### src/rtl/hyperbus_txn_arbiter.sv
// Command scheduler for the single HyperBus PHY. It arbitrates requesters round-robin and splits transfers into CS-bounded chunks.
// Define HYPER_ARB_WDT_EN to enable the WAIT-state watchdog; when it is undefined, err_o is tied to 0.
module hyperbus_txn_arbiter #(
  parameter int unsigned NumReq      = 2,
  parameter int unsigned AddrWidth   = 32,
  parameter int unsigned LenWidth    = 16,
  parameter int unsigned MaxBurst    = 64,
  parameter int unsigned CsGapCycles = 4,
  parameter int unsigned WdtCycles   = 1024,
  localparam int unsigned IdW        = (NumReq > 1) ? $clog2(NumReq) : 1
) (
  input  logic                          clk_i,
  input  logic                          rst_i,
  input  logic [NumReq-1:0]             req_valid_i,
  output logic [NumReq-1:0]             req_ready_o,
  input  logic [NumReq*AddrWidth-1:0]   req_addr_i,
  input  logic [NumReq*LenWidth-1:0]    req_len_i,
  input  logic [NumReq-1:0]             req_write_i,
  output logic [NumReq-1:0]             req_done_o,
  output logic                          phy_valid_o,
  input  logic                          phy_ready_i,
  output logic [AddrWidth-1:0]          phy_addr_o,
  output logic [LenWidth-1:0]           phy_len_o,
  output logic                          phy_write_o,
  output logic [IdW-1:0]                phy_id_o,
  input  logic                          phy_done_i,
  output logic                          busy_o,
  output logic [NumReq-1:0]             err_o
);

  localparam logic [1:0] S_IDLE  = 2'd0;
  localparam logic [1:0] S_ISSUE = 2'd1;
  localparam logic [1:0] S_WAIT  = 2'd2;
  localparam logic [1:0] S_GAP   = 2'd3;

  localparam int unsigned GapW = (CsGapCycles > 1) ? $clog2(CsGapCycles) : 1;
  localparam logic [GapW-1:0] GapLast = GapW'((CsGapCycles > 0) ? CsGapCycles - 1 : 0);
  localparam logic [LenWidth:0] MaxChunk = (LenWidth + 1)'(MaxBurst);

  logic [1:0]           r_state;
  logic [AddrWidth-1:0] r_addr;
  logic [LenWidth:0]    r_rem;
  logic                 r_write;
  logic [IdW-1:0]       r_id;
  logic [IdW-1:0]       r_ptr;
  logic [GapW-1:0]      r_gap_cnt;
  logic [NumReq-1:0]    r_done;

  logic                 w_found;
  logic [IdW-1:0]       w_gnt_id;
  logic [IdW-1:0]       w_cand;
  logic [NumReq-1:0]    w_ready;
  logic                 w_accept;
  logic [AddrWidth-1:0] w_req_addr;
  logic [LenWidth-1:0]  w_req_len;
  logic [LenWidth:0]    w_chunk;
  logic [LenWidth-1:0]  w_chunk_m1;
  logic                 w_gap_done;
  logic                 w_chunk_end;
  logic [IdW-1:0]       w_ptr_next;
  logic                 w_wdt_fire;

  // Round-robin search starting at the pointer; the first valid requester wins.
  always_comb begin
    w_found  = 1'b0;
    w_gnt_id = '0;
    w_cand   = '0;
    for (int unsigned i = 0; i < NumReq; i++) begin
      w_cand = IdW'((32'(r_ptr) + i) % NumReq);
      if (!w_found && req_valid_i[w_cand]) begin
        w_found  = 1'b1;
        w_gnt_id = w_cand;
      end
    end
  end

  // Grant is withheld in the cycle a done pulse is being shown, giving the 1-cycle done->ready spacing.
  always_comb begin
    w_ready = '0;
    for (int unsigned i = 0; i < NumReq; i++) begin
      w_ready[i] = (r_state == S_IDLE) && !(|r_done) && w_found && (w_gnt_id == IdW'(i));
    end
  end

  assign w_accept   = |w_ready;
  assign w_req_addr = req_addr_i[w_gnt_id*AddrWidth +: AddrWidth];
  assign w_req_len  = req_len_i[w_gnt_id*LenWidth +: LenWidth];

  assign w_chunk     = (r_rem > MaxChunk) ? MaxChunk : r_rem;
  assign w_chunk_m1  = LenWidth'(w_chunk - 1'b1);
  assign w_gap_done  = (r_state == S_GAP) && (r_gap_cnt == GapLast);
  assign w_chunk_end = w_gap_done ||
                       ((r_state == S_WAIT) && phy_done_i && (CsGapCycles == 0));
  assign w_ptr_next  = (r_id == IdW'(NumReq - 1)) ? '0 : r_id + 1'b1;

`ifdef HYPER_ARB_WDT_EN
  localparam int unsigned WdtW = (WdtCycles > 1) ? $clog2(WdtCycles) : 1;
  logic [WdtW-1:0] r_wdt;

  always_ff @(posedge clk_i or posedge rst_i) begin
    if (rst_i) begin
      r_wdt <= '0;
    end else if (r_state == S_WAIT) begin
      r_wdt <= r_wdt + 1'b1;
    end else begin
      r_wdt <= '0;
    end
  end

  assign w_wdt_fire = (r_state == S_WAIT) && !phy_done_i && (r_wdt == WdtW'(WdtCycles - 1));

  always_comb begin
    err_o = '0;
    for (int unsigned i = 0; i < NumReq; i++) begin
      err_o[i] = w_wdt_fire && (r_id == IdW'(i));
    end
  end
`else
  assign w_wdt_fire = 1'b0;
  assign err_o      = '0;
`endif

  always_ff @(posedge clk_i or posedge rst_i) begin
    if (rst_i) begin
      r_state   <= S_IDLE;
      r_addr    <= '0;
      r_rem     <= '0;
      r_write   <= 1'b0;
      r_id      <= '0;
      r_ptr     <= '0;
      r_gap_cnt <= '0;
      r_done    <= '0;
    end else begin
      r_done <= '0;
      case (r_state)
        S_IDLE: begin
          if (w_accept) begin
            r_addr  <= w_req_addr & ~AddrWidth'(1);
            r_rem   <= {1'b0, w_req_len} + 1'b1;
            r_write <= req_write_i[w_gnt_id];
            r_id    <= w_gnt_id;
            r_state <= S_ISSUE;
          end
        end
        S_ISSUE: begin
          if (phy_ready_i) begin
            r_addr  <= r_addr + AddrWidth'({w_chunk, 1'b0});
            r_rem   <= r_rem - w_chunk;
            r_state <= S_WAIT;
          end
        end
        S_WAIT: begin
          if (phy_done_i && (CsGapCycles != 0)) begin
            r_state   <= S_GAP;
            r_gap_cnt <= '0;
          end
        end
        default: begin
          if (!w_gap_done) begin
            r_gap_cnt <= r_gap_cnt + 1'b1;
          end
        end
      endcase

      // Shared exit for GAP completion and the zero-gap shortcut straight from WAIT.
      if (w_chunk_end) begin
        if (r_rem != '0) begin
          r_state <= S_ISSUE;
        end else begin
          r_state      <= S_IDLE;
          r_done[r_id] <= 1'b1;
          r_ptr        <= w_ptr_next;
        end
      end else if (w_wdt_fire) begin
        r_state <= S_IDLE;
        r_rem   <= '0;
        r_ptr   <= w_ptr_next;
      end
    end
  end

  assign req_ready_o = w_ready;
  assign req_done_o  = r_done;
  assign phy_valid_o = (r_state == S_ISSUE);
  assign phy_addr_o  = r_addr;
  assign phy_len_o   = (r_state == S_ISSUE) ? w_chunk_m1 : '0;
  assign phy_write_o = r_write;
  assign phy_id_o    = r_id;
  assign busy_o      = (r_state != S_IDLE);

endmodule

### config.mk
export PLATFORM = sky130hd
export DESIGN_NAME = hyperbus_txn_arbiter
export DESIGN_NICKNAME = d
export VERILOG_FILES = /design/src/rtl/hyperbus_txn_arbiter.sv
export SDC_FILE = /design/constraint.sdc
export NUM_CORES = 1
export LEC_CHECK = 0
export ABC_AREA = 1
export ABC_CLOCK_PERIOD_IN_PS = 8900
export CAP_MARGIN = 20
export CORE_MARGIN = 3
export CORE_UTILIZATION = 55
export CTS_BUF_LIST = sky130_fd_sc_hd__clkbuf_2 sky130_fd_sc_hd__clkbuf_4 sky130_fd_sc_hd__clkbuf_8
export DETAILED_ROUTE_END_ITERATION = 12
export PLACE_DENSITY = 0.86
export SYNTH_ARGS = -nofsm -noshare
export SYNTH_HDL_FRONTEND = slang
export SYNTH_SLANG_ARGS = --single-unit
### constraint.sdc
create_clock -name clk_i -period 8.9 [get_ports clk_i]
set_input_delay 1.78 -clock clk_i [delete_from_list [all_inputs] [get_ports clk_i]]
set_output_delay 1.78 -clock clk_i [all_outputs]
set_load 0.03 [all_outputs]
Figure 1. Routing congestion map (run 1).
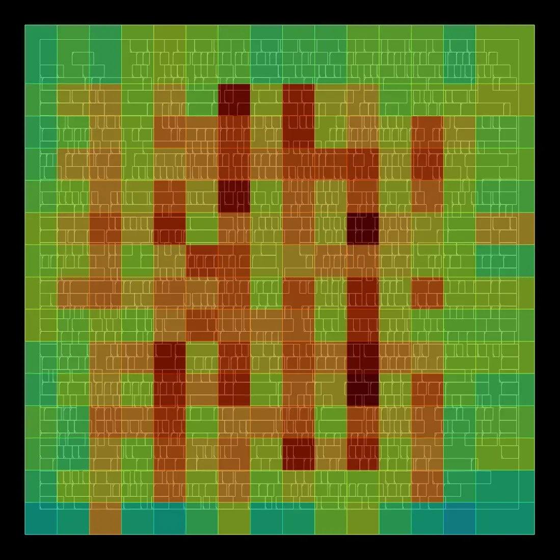
GR met3 Demand/Resource: 6.22%
most used routing layer: met2

Figure 2. Signal wires on met1 (run 1).
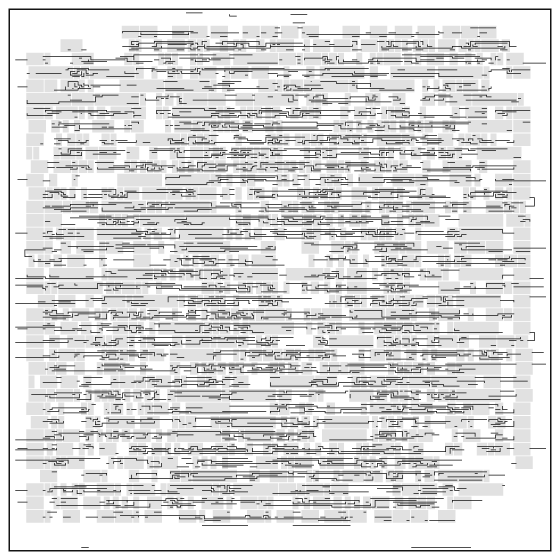
1090 nets have wire on it. The wires run mostly horizontal. The longest straight run is 28.5 um. The layer holds 45% of the routed length. The layer carries 7850 um of wire.

Figure 3. Cell area per tile (run 1).
Bar = 20 um. The die is cut into 11 by 11 equal tiles; dark blue is low, red is high, 0 to 100% covered.
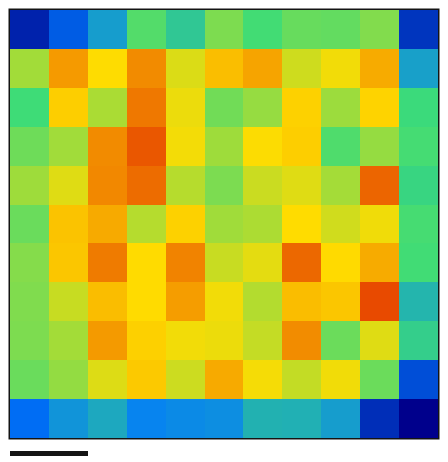
The fullest tile reaches 92%. The emptiest ninth of the die: south-east. 31% of the tiles are over 75% full. 0.80% of the tiles are nearly empty.

Figure 4. Signal wires on met2 (run 1).
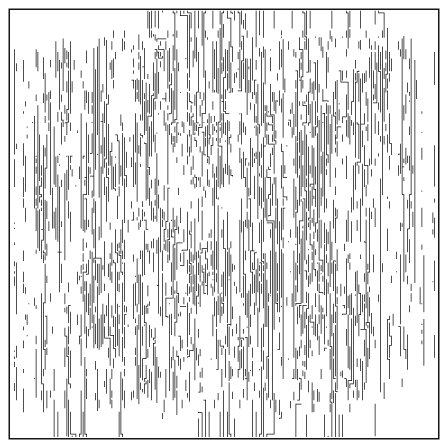
The layer holds 45% of the routed length. The wires run mostly vertical. 960 nets have wire on it. The longest straight run is 56.8 um.

==> results.toml, run 1 <==
# generated from flow reports
[logic_synthesis]
ys_sh_adder_pct = 5.68
edf_count = 0

[floorplan]
io_pins = 162
fp-row-count = 37
die_w_um = 109
die_h_um = 109

[grt]
grt_pass1_wl_um = 28500

[worst_hold_path]
min_path_type = "flip-flop to flip-flop"
hp-start = "phy_id_o"

[clocking]
clock-sinks = 57

[finish]
final_cells = 1232
fillers = 879
final-seq-area_sq_um = 1430
final_area_sq_um = 7660

[power_and_ir_drop]
power_mw = 2.53
p_leak_nw = 3.57

[timing]
finalCriticalPeriod_ps = 6360
fin_crit_sh_pct = 71.5
setup_viol = 0
max_slew_margin_pct = 36.2

[critical_path]
r2r-end = "phy_addr_o[19]"
critPathMaxStageDelay_ps = 720

[outcome]
outcome = "finished clean"

[drt]
antenna_left = 0
## run 1: sequential cells by signal (all words and copies together) (netlist names)
signal       count
phy_write_o      1
req_done_o       2
r_rem           17
phy_id_o         1
r_state          2
r_ptr            1
r_gap_cnt        2
phy_addr_o      31
## run 1: final cells by class
type                    count  share of cell area (%)
clock buffers               9                    1.62
clock inverters             7                   0.702
inverters                 118                    5.78
multi-input cells         744                    50.2
flip-flops and latches     57                    18.6
well taps                 136                    2.22
repair buffers            161                    20.9
## run 1: worst register-to-register path: stages, from the launching register on
cell and delay (ps):
dfrtp_1 420, nor2_2 170, inv_2 80, nor4_4 340
nand2_4 210, nor2_1 180, ha_1 240, inv_1 90
fa_1 420, o221ai_1 470, nand3_1 170, nand3_2 190
nand2_1 100, nand3b_1 90, nand3_1 70, a21oi_1 140
## run 1: power groups by stage
stage | registers (mW) | clock network (mW) | logic (mW)
floorplan | 0.650 | 0 | 1.12
global route | 0.553 | 0.242 | 1.95
CTS | 0.532 | 0.230 | 1.73
global placement | 0.532 | 0 | 1.69
finish | 0.534 | 0.230 | 1.77
detailed placement | 0.536 | 0 | 1.72
## run 1: layer usage
| layer | wire [um] | share of wire (%) | up-vias | GRT usage (%) |
|---|---|---|---|---|
| met4 | 297 | 1.7 | 0 | 7.84 |
| met3 | 1450 | 8.2 | 31 | 6.22 |
| met1 | 7850 | 45 | 3035 | 40.5 |
| met2 | 7970 | 45 | 286 | 48.3 |
| met5 | 0 | 0 | - | 0 |
| li1 | - | - | 3362 | - |
## run 1: synth_stat cells (3+ instances only)
| cell type | number | area (sq um) |
|---|---|---|
| a22oi_1 | 5 | 37.5 |
| nand3b_1 | 6 | 45.0 |
| nor2_1 | 162 | 608 |
| xor2_1 | 16 | 140 |
| nand4_1 | 8 | 50.1 |
| a31oi_1 | 19 | 119 |
| nand3_1 | 64 | 320 |
| buf_4 | 4 | 30.0 |
| nand2_1 | 195 | 732 |
| clkbuf_8 | 3 | 41.3 |
| clkbuf_1 | 14 | 52.6 |
| ha_1 | 25 | 313 |
| o21bai_1 | 8 | 60.1 |
| nand2_4 | 6 | 67.6 |
| nand2_2 | 12 | 75.1 |
| a21oi_2 | 4 | 35.0 |
| or2_2 | 6 | 37.5 |
| dfrtp_1 | 57 | 1430 |
| inv_1 | 108 | 405 |
| nand3_2 | 6 | 60.1 |
| inv_2 | 10 | 37.5 |
| nor4_1 | 6 | 37.5 |
| o22ai_1 | 9 | 56.3 |
| o21ai_1 | 5 | 25.0 |
| and2_1 | 3 | 18.8 |
| nor3_1 | 22 | 110 |
| a21oi_1 | 46 | 230 |
| nor2_2 | 5 | 31.3 |
| o21ai_0 | 69 | 345 |
| o21a_1 | 3 | 22.5 |
| buf_2 | 8 | 40.0 |
## run 1: kinds of logic (layout without fill, tap and decap cells)
logic type,count (synthesis),count (layout)
compound gates,177,177
fa+ha+maj,26,26
flops,57,57
other cells,2,14
simple gates,511,511
xor+xnor,16,16
buf+inv,150,295
Figure 5. M4 wires (run 1).
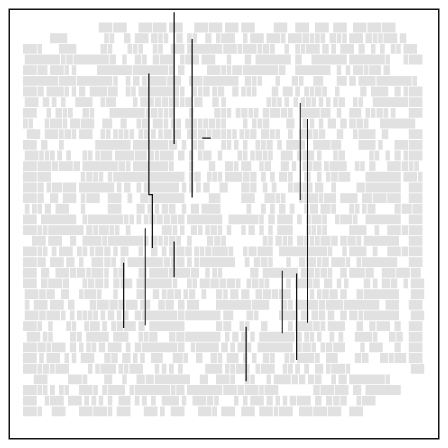

==> run 2, diff against run 1 <==
- ABC_CLOCK_PERIOD_IN_PS: 8900 -> 5600
- CORE_UTILIZATION: 55 -> 46
- PLACE_DENSITY: 0.86 -> 0.76
- clock period: 8.9 -> 5.6 ns (I/O delays scaled with it)
Figure 6. M4 wires (run 2).
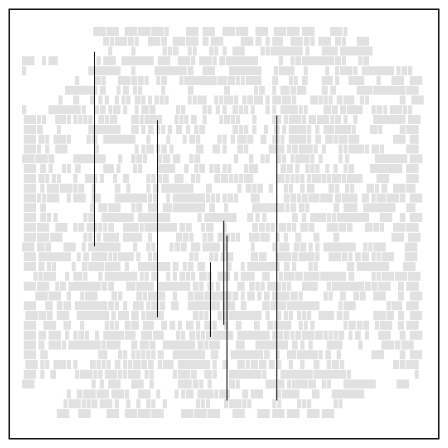
The layer holds 1.6% of the routed length. 5 nets have wire on it. The wires run mostly vertical. The layer carries 282 um of wire.

Figure 7. Signal wires on met2 (run 2).
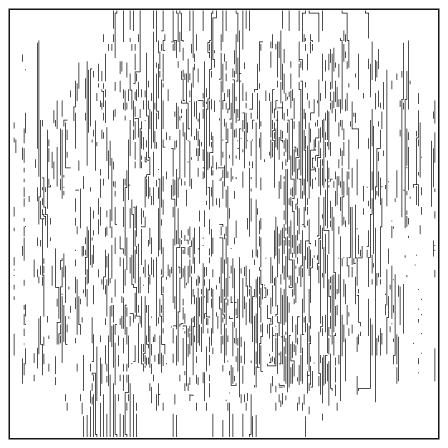
The wires run mostly vertical. The layer carries 7600 um of wire. The layer holds 43% of the routed length.

==> run 2 against run 1 <==
  * Power is 60% higher
  * Die area rose by 18%
  * Hold slack got worse by 17 ps
  * First-iteration DRC count is 16% lower
  * Non-clock buffer count up 5
  * Clock skew is 3.8 ps lower
  * Via count down 2.4%
  * Design area up 1.0%
  * Area after synthesis unchanged
  * Critical path depth increased by 7
==> results.toml, run 2 <==
# generated from flow reports
[outcome]
outcome = "finished clean"

[worst_hold_path]
min_path_type = "flip-flop to flip-flop"

[power_and_ir_drop]
p_leak_nw = 3.61

[logic_synthesis]
ys_ff = 57
edf_count = 0
yosys.stat.seqShare_pct = 24.4
ys_top_cells_by_count = "195 x nand2_1, 162 x nor2_1, 108 x inv_1, 69 x o21ai_0, 64 x nand3_1"
topCellsByArea = "dfrtp_1 24%, nand2_1 12%, nor2_1 10%, inv_1 6.9%, o21ai_0 5.9%"
top_area_share_pct = 24.4
synth_chip_area_sq_um = 5860
yosys.area.top_type = "dfrtp_1"
top_cell = "nand2_1"

[finish]
fin_nets = 1226
lay_top_cells = "195 x nand2_1, 162 x nor2_1, 156 x clkdlybuf4s50_1"
largest_reg_flops = 31
fillers = 1202

[clocking]
clock-sinks = 57
root_buffer = "clkbuf_8"

[timing]
finalCriticalPeriod_ps = 4410
setup_viol = 0
fin_crit_sh_pct = 78.7
max_slew_margin_pct = 47.9

[floorplan]
fp-row-count = 40
io_pins = 162
die_h_um = 119
die_w_um = 119

[drt]
antenna_left = 0

[grt]
grt_pass1_wl_um = 29200
## run 2: routing by layer
| layer | routed length (um) | GRT usage [%] |
|---|---|---|
| met4 | 281 | 7.46 |
| met5 | 0 | 0 |
| met1 | 8720 | 35.7 |
| met3 | 1240 | 3.75 |
| met2 | 7600 | 38.9 |
## run 2: path summary, 6_finish.rpt
| kind | slack [ps] | end | cells past startpoint |
|---|---|---|---|
| min in group asynchronous | 1290 | phy_addr_o[30] | 3 |
| max | 1190 | phy_len_o[6] | 13 |
| max in group asynchronous | 3770 | phy_addr_o[25] | 3 |
| max reg2reg | 2120 | phy_addr_o[26] | 20 |
| min reg2reg | 450 | req_done_o[0] | 1 |
| min | 450 | req_done_o[0] | 1 |
## run 2: stage by stage
step           std cells  power, mW  setup WS, ps  cell area (sq um)
2_1_floorplan        951       2.81          2100               5900
3_3_place_gp        1252       3.58          1390               7550
3_5_place_dp        1252       3.63          1380               7550
4_1_cts             1265       4.00          1160               7720
5_1_grt             1266       4.41           962               7740
6_report            1266       4.06          1190               7740
## run 2: logic make-up after synthesis
group / share of synthesized area [%]
AND-OR/OR-AND: 17.3
buffers and inverters: 10.8
flip-flops: 24.4
XOR/XNOR: 2.39
adder cells (fa/ha/maj): 5.68
AND/OR/NAND/NOR: 39.3
other: 0.128
## run 2: power breakdown
group	total [mW]	switching (mW)	internal, mW
registers	0.854	0.227	0.627
logic	2.84	1.80	1.03
clock network	0.367	0.172	0.195
total	4.06	2.20	1.86
## run 2: layout make-up
type | instances | area share, %
inverters | 118 | 5.72
flip-flops and latches | 57 | 18.4
repair buffers | 166 | 21.2
clock buffers | 13 | 2.23
multi-input cells | 744 | 49.7
well taps | 168 | 2.72
Figure 8. Cell area per tile (run 2).
Bar = 20 um. The die is cut into 12 by 12 equal tiles; dark blue is low, red is high, 0 to 100% covered.
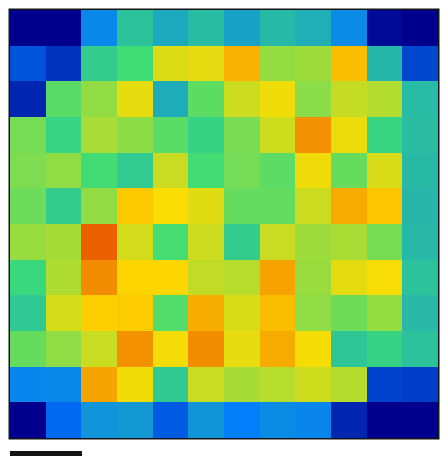

==> run 3, diff against run 2 <==
- ABC_CLOCK_PERIOD_IN_PS: 5600 -> 3600
- clock period: 5.6 -> 3.6 ns (I/O delays scaled with it)
Figure 9. Cell area per tile (run 3).
Bar = 20 um. The die is cut into 12 by 12 equal tiles; dark blue is low, red is high, 0 to 100% covered.
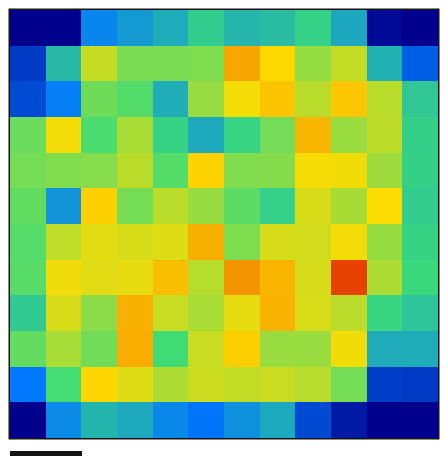
4.2% of the tiles are nearly empty. The mean over all tiles is 54%. The fullest tile reaches 93%. 12% of the tiles are over 75% full.

Figure 10. M4 wires (run 3).
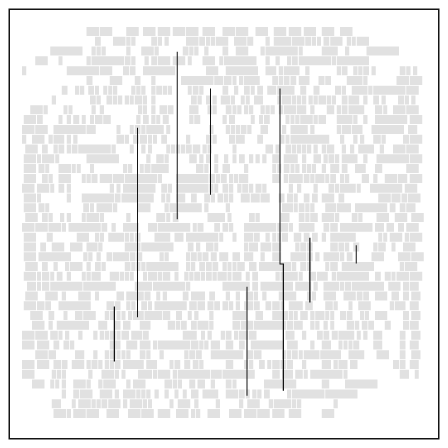
The longest straight run is 52.4 um. The wires run mostly vertical. The layer holds 1.5% of the routed length. The layer carries 280 um of wire.

==> run 3 against run 2 <==
  * Final cell count grew 1.3%
  * Clock power grew 71%
  * Hold slack gained 10 ps
  * Sequential share of layout area shrank 0.22 points
  * Global-route usage grew 0.81 points
  * Power grew 59%
  * Sequential cell count is the same
  * Synthesized cell count is the same
  * Critical path depth shrank 5
  * Combinational power grew 58%
  * Area after synthesis is the same
  * Critical endpoint is now phy_len_o[5]
==> results.toml, run 3 <==
# generated from flow reports
[outcome]
outcome = "finished clean"

[finish]
fin_nets = 1240
largest_reg_flops = 31
lay_top_cells = "195 x nand2_1, 159 x nor2_1, 142 x clkdlybuf4s50_1"
fillers = 1207

[logic_synthesis]
yosys.area.top_type = "dfrtp_1"
ys_ff = 57
synth_chip_area_sq_um = 5860
ys_top_cells_by_count = "195 x nand2_1, 162 x nor2_1, 108 x inv_1, 69 x o21ai_0, 64 x nand3_1"
ys_cells = 939
yosys.stat.seqShare_pct = 24.4
top_area_share_pct = 24.4

[floorplan]
die_h_um = 119
io_pins = 162
die_w_um = 119
fp-row-count = 40
core-area_sq_um = 12200
fp-utilization_pct = 48.0

[drt]
wl_met2_um = 7840
avgRoutedWirePerCell_um = 14.2
wl_met1_um = 8770
dr_wl_met3_um = 1340
antenna_left = 0

[timing]
setup_viol = 0
worst_pin_slew_ps = 665
max_slew_margin_pct = 55.1
finalCriticalPeriod_ps = 3450
fin_crit_sh_pct = 95.9

[grt]
grt_pass1_wl_um = 29700

[power_and_ir_drop]
p_leak_nw = 3.71
power_mw = 6.43

[placement]
place_inst = 1263

[clocking]
root_buffer = "clkbuf_8"
run 3: cell counts after synthesis:
Identical to the previous run, type by type.
run 3: layout make-up:
cell class,instances,area share (%)
repair buffers,180,21.8
inverters,118,5.65
flip-flops and latches,57,18.2
well taps,168,2.68
clock inverters,3,0.511
multi-input cells,744,49.2
clock buffers,12,2.03
run 3: report_power, final:
part           internal, mW  total, mW  switching, mW  leakage [nW]
combinational          1.64       4.50           2.86          2.95
sequential            0.976       1.31          0.333         0.656
clock                 0.359      0.627          0.268         0.106
run 3: through the flow:
step / hold WS (ps) / setup WS [ps] / cell area (sq um) / TNS [ps]
final: 459 / 149 / 7830 / 0
after global placement: 446 / 257 / 7600 / 0
after floorplan: 464 / 503 / 5900 / 0
after CTS: 464 / 56.3 / 7800 / 0
after detailed placement: 454 / 215 / 7600 / 0
after global routing: 506 / -16.5 / 7830 / -16.5
run 3: timing repair:
item / CTS / global route
hold buffers: 0 / 0
pin swaps: 0 / 2
gates resized: 1 / 5
setup buffers: 0 / 4
endpoints found under the setup margin: 1 / 5
run 3: critical path: stages, from the launching register on:
cell             delay [ps]
dfrtp_1                 420
nor2_2                  150
inv_2                    70
nor4_4                  390
nand2_4                 160
nor2_2                  250
nor3_2                  100
a21oi_1                 150
clkdlybuf4s50_1         690
run 3: worst paths after layout:
kind                            from              to  slack, ps  cells after the start
setup / recovery           r_rem[14]    phy_len_o[5]        150                      8
hold / removal              phy_id_o   req_done_o[0]        460                      1
setup reg to reg           r_rem[14]  phy_addr_o[26]        310                     20
hold reg to reg             phy_id_o   req_done_o[0]        460                      1
max in group asynchronous      rst_i  phy_addr_o[12]       2280                      3
min in group asynchronous      rst_i  phy_addr_o[30]        670                      2
run 3: cell families (layout without fill, tap and decap cells):
family	Yosys count	after routing	synth area share, %
AOI/OAI and AO/OA	177	177	17.3
DFF	57	57	24.4
buffers and inverters	150	313	10.8
xor gates and xnor gates	16	16	2.39
other	2	14	0.128
and+or+nand+nor	511	511	39.3
adders and majority gates	26	26	5.68
run 3: routing by layer:
layer,up-vias,global-route usage (%)
met2,256,39.8
met1,2944,37.1
met4,0,7.68
met3,23,4.08
li1,3414,-
met5,-,0
Power figures rest on the tool's default switching activity, not on a simulated workload.
